### Wiring heat map, run 1

The die is cut into 24 by 24 equal tiles; black is low, pale yellow is high, scaled to the fullest tile. Values are wire area over tile area, all layers added.
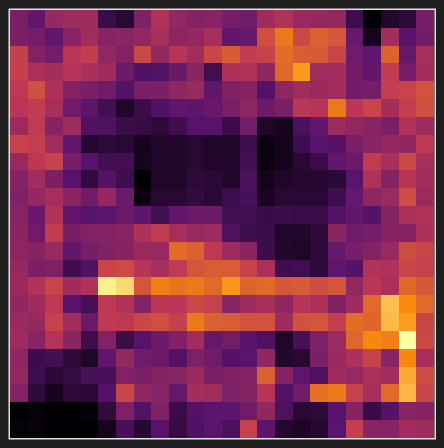
### Placed standard cells, run 1

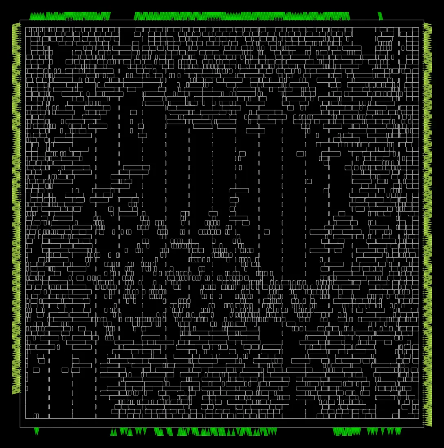
### Metal layers overlaid, run 1

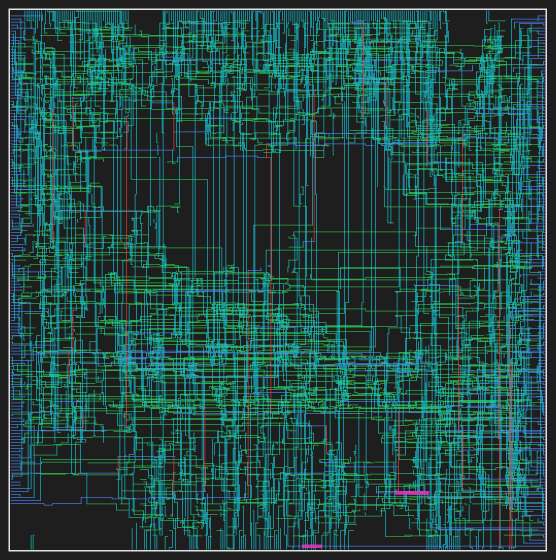
==> config.mk <==
export PLATFORM = sky130hd
export DESIGN_NAME = wb_pipe_stage
export DESIGN_NICKNAME = d
export VERILOG_FILES = /design/src/rtl/wb_pipe_stage_pkg.sv /design/src/rtl/wb_skid_buf.sv /design/src/rtl/wb_pipe_stage.sv
export SDC_FILE = /design/constraint.sdc
export NUM_CORES = 1
export LEC_CHECK = 0
export ABC_AREA = 1
export CAP_MARGIN = 10
export CORE_AREA = 3 3 236 238
export CTS_BUF_LIST = sky130_fd_sc_hd__clkbuf_8
export DETAILED_ROUTE_END_ITERATION = 10
export DIE_AREA = 0 0 239 241
export SETUP_SLACK_MARGIN = 0.5
export SYNTH_ARGS = -nofsm -noshare
export SYNTH_HDL_FRONTEND = slang
export SYNTH_SLANG_ARGS = --single-unit
==> constraint.sdc <==
create_clock -name clk -period 8.9 [get_ports clk]
set_input_delay 1.335 -clock clk [delete_from_list [all_inputs] [get_ports clk]]
set_output_delay 1.335 -clock clk [all_outputs]
set_load 0.02 [all_outputs]
==> src/rtl/wb_pipe_stage_pkg.sv <==
// Shared writeback definitions: source-select bit positions, load-size codes
// and the load extension helper used by wb_pipe_stage.
package wb_pipe_stage_pkg;

    localparam int WB_SEL_MEM = 0;
    localparam int WB_SEL_PC  = 1;
    localparam int WB_SEL_EXE = 2;
    localparam int WB_SEL_CSR = 3;

    localparam logic [1:0] LD_B = 2'd0;
    localparam logic [1:0] LD_H = 2'd1;
    localparam logic [1:0] LD_W = 2'd2;
    localparam logic [1:0] LD_D = 2'd3;

    // Operates at 64 bits; narrower datapaths truncate the result.
    function automatic logic [63:0] ld_extend(
        input logic [63:0] d,
        input logic [1:0]  size,
        input logic        uns
    );
        logic [63:0] r;
        r = d;
        case (size)
            LD_B: r = uns ? {56'b0, d[7:0]}  : {{56{d[7]}}, d[7:0]};
            LD_H: r = uns ? {48'b0, d[15:0]} : {{48{d[15]}}, d[15:0]};
            LD_W: r = uns ? {32'b0, d[31:0]} : {{32{d[31]}}, d[31:0]};
            LD_D: r = d;
            default: r = d;
        endcase
        return r;
    endfunction

endpackage

==> src/rtl/wb_skid_buf.sv <==
// Generic 2-entry valid/ready FIFO used as the MEM/WB boundary register.
// Owns the occupancy count; outputs read 0 while empty or in reset.
module wb_skid_buf #(
    parameter int W = 8
) (
    input  logic         clk,
    input  logic         rst,
    input  logic         in_valid,
    output logic         in_ready,
    input  logic [W-1:0] in_data,
    output logic         out_valid,
    input  logic         out_ready,
    output logic [W-1:0] out_data
);

    logic [W-1:0] mem [2];
    logic         rd_ptr;
    logic         wr_ptr;
    logic [1:0]   count;
    logic         push;
    logic         pop;

    // Ready comes from registered state only, never from out_ready.
    assign in_ready  = !rst && (count < 2'd2);
    assign out_valid = !rst && (count != 2'd0);
    assign out_data  = out_valid ? mem[rd_ptr] : '0;

    assign push = in_valid && in_ready;
    assign pop  = out_valid && out_ready;

    always_ff @(posedge clk) begin
        if (rst) begin
            count  <= 2'd0;
            rd_ptr <= 1'b0;
            wr_ptr <= 1'b0;
        end else begin
            if (push) begin
                mem[wr_ptr] <= in_data;
                wr_ptr      <= ~wr_ptr;
            end
            if (pop) begin
                rd_ptr <= ~rd_ptr;
            end
            case ({push, pop})
                2'b10:   count <= count + 2'd1;
                2'b01:   count <= count - 2'd1;
                default: count <= count;
            endcase
        end
    end

endmodule

==> src/rtl/wb_pipe_stage.sv <==
// Registered writeback stage: source mux, load extension, skid buffer.
// Optional retire counter enabled by defining WB_INSTRET_EN.
module wb_pipe_stage
    import wb_pipe_stage_pkg::*;
#(
    parameter int XLEN   = 64,
    parameter int REG_AW = 5,
    parameter int PC_INC = 4,
    parameter int CNT_W  = 64
) (
    input  logic              clk,
    input  logic              rst,
    input  logic              in_valid,
    output logic              in_ready,
    input  logic [3:0]        in_sel,
    input  logic [REG_AW-1:0] in_rd,
    input  logic              in_rd_wen,
    input  logic [XLEN-1:0]   in_pc,
    input  logic [XLEN-1:0]   in_exe_data,
    input  logic [XLEN-1:0]   in_mem_data,
    input  logic [XLEN-1:0]   in_csr_data,
    input  logic [1:0]        in_ld_size,
    input  logic              in_ld_unsigned,
    output logic              cmt_valid,
    input  logic              cmt_ready,
    output logic [XLEN-1:0]   cmt_pc,
    output logic [XLEN-1:0]   cmt_wdata,
    output logic [REG_AW-1:0] cmt_rd,
    output logic              rf_wen,
    output logic [REG_AW-1:0] rf_waddr,
    output logic [XLEN-1:0]   rf_wdata,
    output logic              fwd_valid,
    output logic [REG_AW-1:0] fwd_rd,
    output logic [XLEN-1:0]   fwd_data,
    output logic [CNT_W-1:0]  instret
);

    localparam int PW = 2 * XLEN + REG_AW + 1;

    logic [1:0]        eff_size;
    logic [63:0]       mem_ext64;
    logic [XLEN-1:0]   mem_ext;
    logic [XLEN-1:0]   link_pc;
    logic [XLEN-1:0]   wdata;
    logic [PW-1:0]     in_pl;
    logic [PW-1:0]     head;
    logic [XLEN-1:0]   h_pc;
    logic [XLEN-1:0]   h_wdata;
    logic [REG_AW-1:0] h_rd;
    logic              h_wen;
    logic              commit;
    logic              writes;

    // A 32-bit core has no doubleword loads; treat them as word loads.
    assign eff_size  = (XLEN == 32 && in_ld_size == LD_D) ? LD_W : in_ld_size;
    assign mem_ext64 = ld_extend(64'(in_mem_data), eff_size, in_ld_unsigned);
    assign mem_ext   = mem_ext64[XLEN-1:0];
    assign link_pc   = in_pc + XLEN'(PC_INC);

    assign wdata = ({XLEN{in_sel[WB_SEL_MEM]}} & mem_ext)
                 | ({XLEN{in_sel[WB_SEL_PC]}}  & link_pc)
                 | ({XLEN{in_sel[WB_SEL_EXE]}} & in_exe_data)
                 | ({XLEN{in_sel[WB_SEL_CSR]}} & in_csr_data);

    assign in_pl = {in_pc, wdata, in_rd, in_rd_wen};

    wb_skid_buf #(
        .W(PW)
    ) u_buf (
        .clk      (clk),
        .rst      (rst),
        .in_valid (in_valid),
        .in_ready (in_ready),
        .in_data  (in_pl),
        .out_valid(cmt_valid),
        .out_ready(cmt_ready),
        .out_data (head)
    );

    assign {h_pc, h_wdata, h_rd, h_wen} = head;

    assign commit = cmt_valid && cmt_ready;
    assign writes = h_wen && (h_rd != '0);

    assign cmt_pc    = h_pc;
    assign cmt_wdata = h_wdata;
    assign cmt_rd    = h_rd;

    assign rf_wen   = commit && writes;
    assign rf_waddr = h_rd;
    assign rf_wdata = h_wdata;

    assign fwd_valid = cmt_valid && writes;
    assign fwd_rd    = h_rd;
    assign fwd_data  = h_wdata;

`ifdef WB_INSTRET_EN
    logic [CNT_W-1:0] cnt;

    always_ff @(posedge clk) begin
        if (rst) begin
            cnt <= '0;
        end else if (commit) begin
            cnt <= cnt + CNT_W'(1);
        end
    end

    assign instret = cnt;
`else
    assign instret = '0;
`endif

endmodule

==> results.toml, run 1 <==
# synthesis and place-and-route metrics
[logic_synthesis]
ys_async_sr_fraction_pct = 0
simple_gate_area_share_pct = 20.3
synth_cells = 1841
synth_warnings = 0
yosys-stat-area_um2 = 16600
synthFlopType = "edfxtp_1"
top_cell_area_share_pct = 48.5

[final_layout]
drive_above_1_share_pct = 11.2
final_cell_mix = "clkdlybuf4s50_1, nand2_1, edfxtp_1"
buffers = 561
fillers = 5352
mostFrequentLayoutCell = "clkdlybuf4s50_1"
clkbuf_count = 51
fin_area_um2 = 22300

[clock_network]
cts_resized = 0
cts_tree = "yes"
clockRootBuffer = "clkbuf_8"
insertion_delay_ns = 0.59
path_clk_slew_ns = 0.05
clock-sinks = 273

[grt]
first_global_vias = 13857
grt_pass1_wl_mm = 88.8

[power]
peakVddDrop_v = 0.0000679
p_per_area_nw_per_um2 = 148

[min_path]
hp-start = "u_buf.count[1]$_SDFFE_PP0P_"
min_to = "u_buf.count[1]$_SDFFE_PP0P_"

[critical_path]
path_depth = 10
critPathTopFamily = "buffers and inverters"
r2r_start = "u_buf.count[1]$_SDFFE_PP0P_"
end_kind = "output pin"

[status]
status = "completed"

[job]
warnings = 26

[drt]
post-route-drc-count = 0

[sta]
fmax_mhz = 188
period_minus_slack_ns = 5.32
-- 'Wiring heat map' (at the start) --
densest ninth of the die = lower right
emptiest ninth of the die = lower left
tiles over half the peak = 20%
mean over tiles = 0.17
fullest tile = 0.49
nearly empty tiles = 2.1%

-- 'Placed standard cells' (at the start) --
# Taps: 696
FP Rows: 85
core area: 53800 um2
flop count: 273
final std cells w/o fill: 2977

-- 'Metal layers overlaid' (at the start) --
cyan -> metal 2  # wire length 32.6 mm
blue -> metal 3  # wire length 4290 um
red -> metal 4  # wire length 1260 um
magenta -> metal 5  # wire length 21.2 um
green -> metal 1  # wire length 24.4 mm
vias: 13786
Total GRT Usage: 20.9%

[run 1: power breakdown]
group          internal (mW)  switching, mW  leakage [nW]  total, mW
Sequential              1.48         0.0108          2.47       1.49
Combinational          0.319          0.420          6.17      0.739
Clock                  0.556          0.513         0.529       1.07
Total                   2.35          0.943          9.17       3.30
[run 1: flip-flops by register name, indices dropped and copies added, names as in the netlist, named ones only]
register,count
u_buf.count,2
u_buf.mem,268
u_buf.rd_ptr,1
u_buf.wr_ptr,1
[run 1: metal layers]
metal / track usage [%] / routed length [um] / up-vias
met1: 24.4 / 24400 / 6570
li1: - / - / 6598
met4: 5.02 / 1260 / 4
met2: 38.9 / 32600 / 547
met3: 4.42 / 4290 / 67
met5: 0 / 21 / -
### Cells colored by class, run 1

Bar = 50 um. Fill, decap, tap and diode cells in gray.
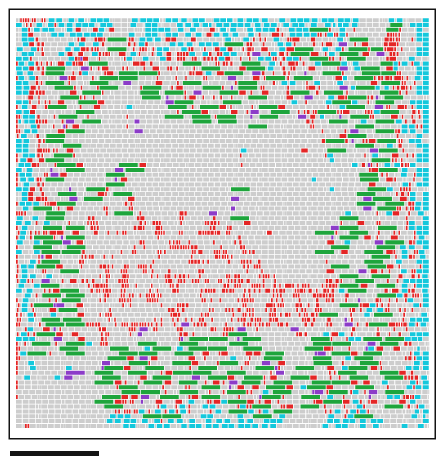

==> inputs of run 2 (changes only) <==
- clock period: 8.9 -> 5.6 ns (I/O delays scaled with it)
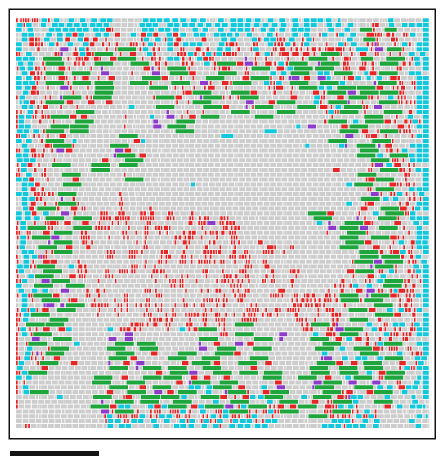
*Cells colored by class, run 2*
Bar = 50 um. Fill, decap, tap and diode cells in gray.
red -> combinational and other logic  # cells 1361, share of their area 32%
green -> sequential cells  # cells 273, share of their area 38%
cyan -> remaining buffers and delay cells  # cells 564, share of their area 26%
purple -> clock drivers and dummy loads  # cells 86, share of their area 3.9%
Post-Route Utilization: 41.4%
flop share of the area: 36.5%
Finished Cell Area: 22300 um2

==> results.toml, run 2 <==
# synthesis and place-and-route metrics
[critical_path]
r2r_start = "u_buf.count[1]$_SDFFE_PP0P_"
end_kind = "output pin"
path_depth = 7
critPathTopFamily = "buffers and inverters"

[grt]
grt_usage_pct = 20.6
use_met3_pct = 3.57

[die]
rows = 85
coreArea_um2 = 53800

[clock_network]
clock-sinks = 273
path_clk_slew_ns = 0.06

[final_layout]
final_cell_mix = "clkdlybuf4s50_1, nand2_1, edfxtp_1"
largest-register = "u_buf.mem"

[power]
peakVddDrop_v = 0.000151
p_int_mw = 3.66
p_per_area_nw_per_um2 = 231
pwr-share-comb_pct = 22.8
power_top_consumer = "sequential cells"
power_frac_clock_pct = 31.1
power_switching_mw = 1.49
clock_power_mw = 1.60
p_seq_share_pct = 46.1

[status]
status = "completed"

[drt]
num_vias = 13749
met2WireLength_mm = 32.4
wl_met3_mm = 3.39
post-route-drc-count = 0

[sta]
fmax_mhz = 246
period_minus_slack_ns = 4.07

[min_path]
min_to = "u_buf.rd_ptr$_SDFFE_PP0P_"

[logic_synthesis]
top_cell_area_share_pct = 48.5
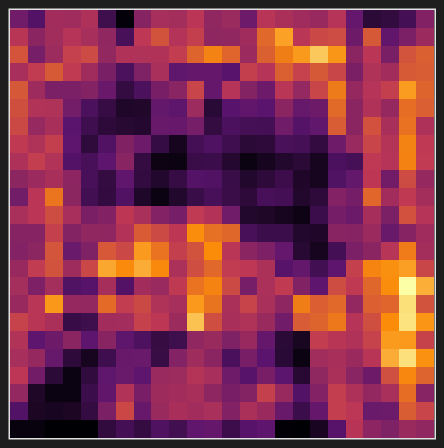
*Wiring heat map, run 2*
The die is cut into 24 by 24 equal tiles; black is low, pale yellow is high, scaled to the fullest tile. Values are wire area over tile area, all layers added.
tiles over half the peak = 26%
nearly empty tiles = 1.0%
mean over tiles = 0.17
fullest tile = 0.44
emptiest ninth of the die = lower left

[run 2: cell count changes in the layout (fill, tap and decap cells not counted), sizes merged]
cell           before  now
clkinv              8   16
buf                19   21
bufinv              1    0
clkbuf             51   48
clkdlybuf4s50     542  543
inv               244  240
[run 2: kinds of logic after synthesis]
group / count (synthesis)
xor gates and xnor gates: 2
muxes: 130
adders and majority gates: 2
buffers and inverters: 490
other: 1
AOI/OAI and AO/OA: 130
DFF: 273
and+or+nand+nor: 813
[run 2: area by class of cell]
cell class / count / share of cell area [%]
well taps: 696 / 3.90
inverters: 220 / 3.70
clock inverters: 38 / 0.740
repair buffers: 564 / 25.2
flip-flops and latches: 273 / 36.5
multi-input cells: 1141 / 26.9
clock buffers: 48 / 2.96
Power is estimated from default activity; no workload was simulated.
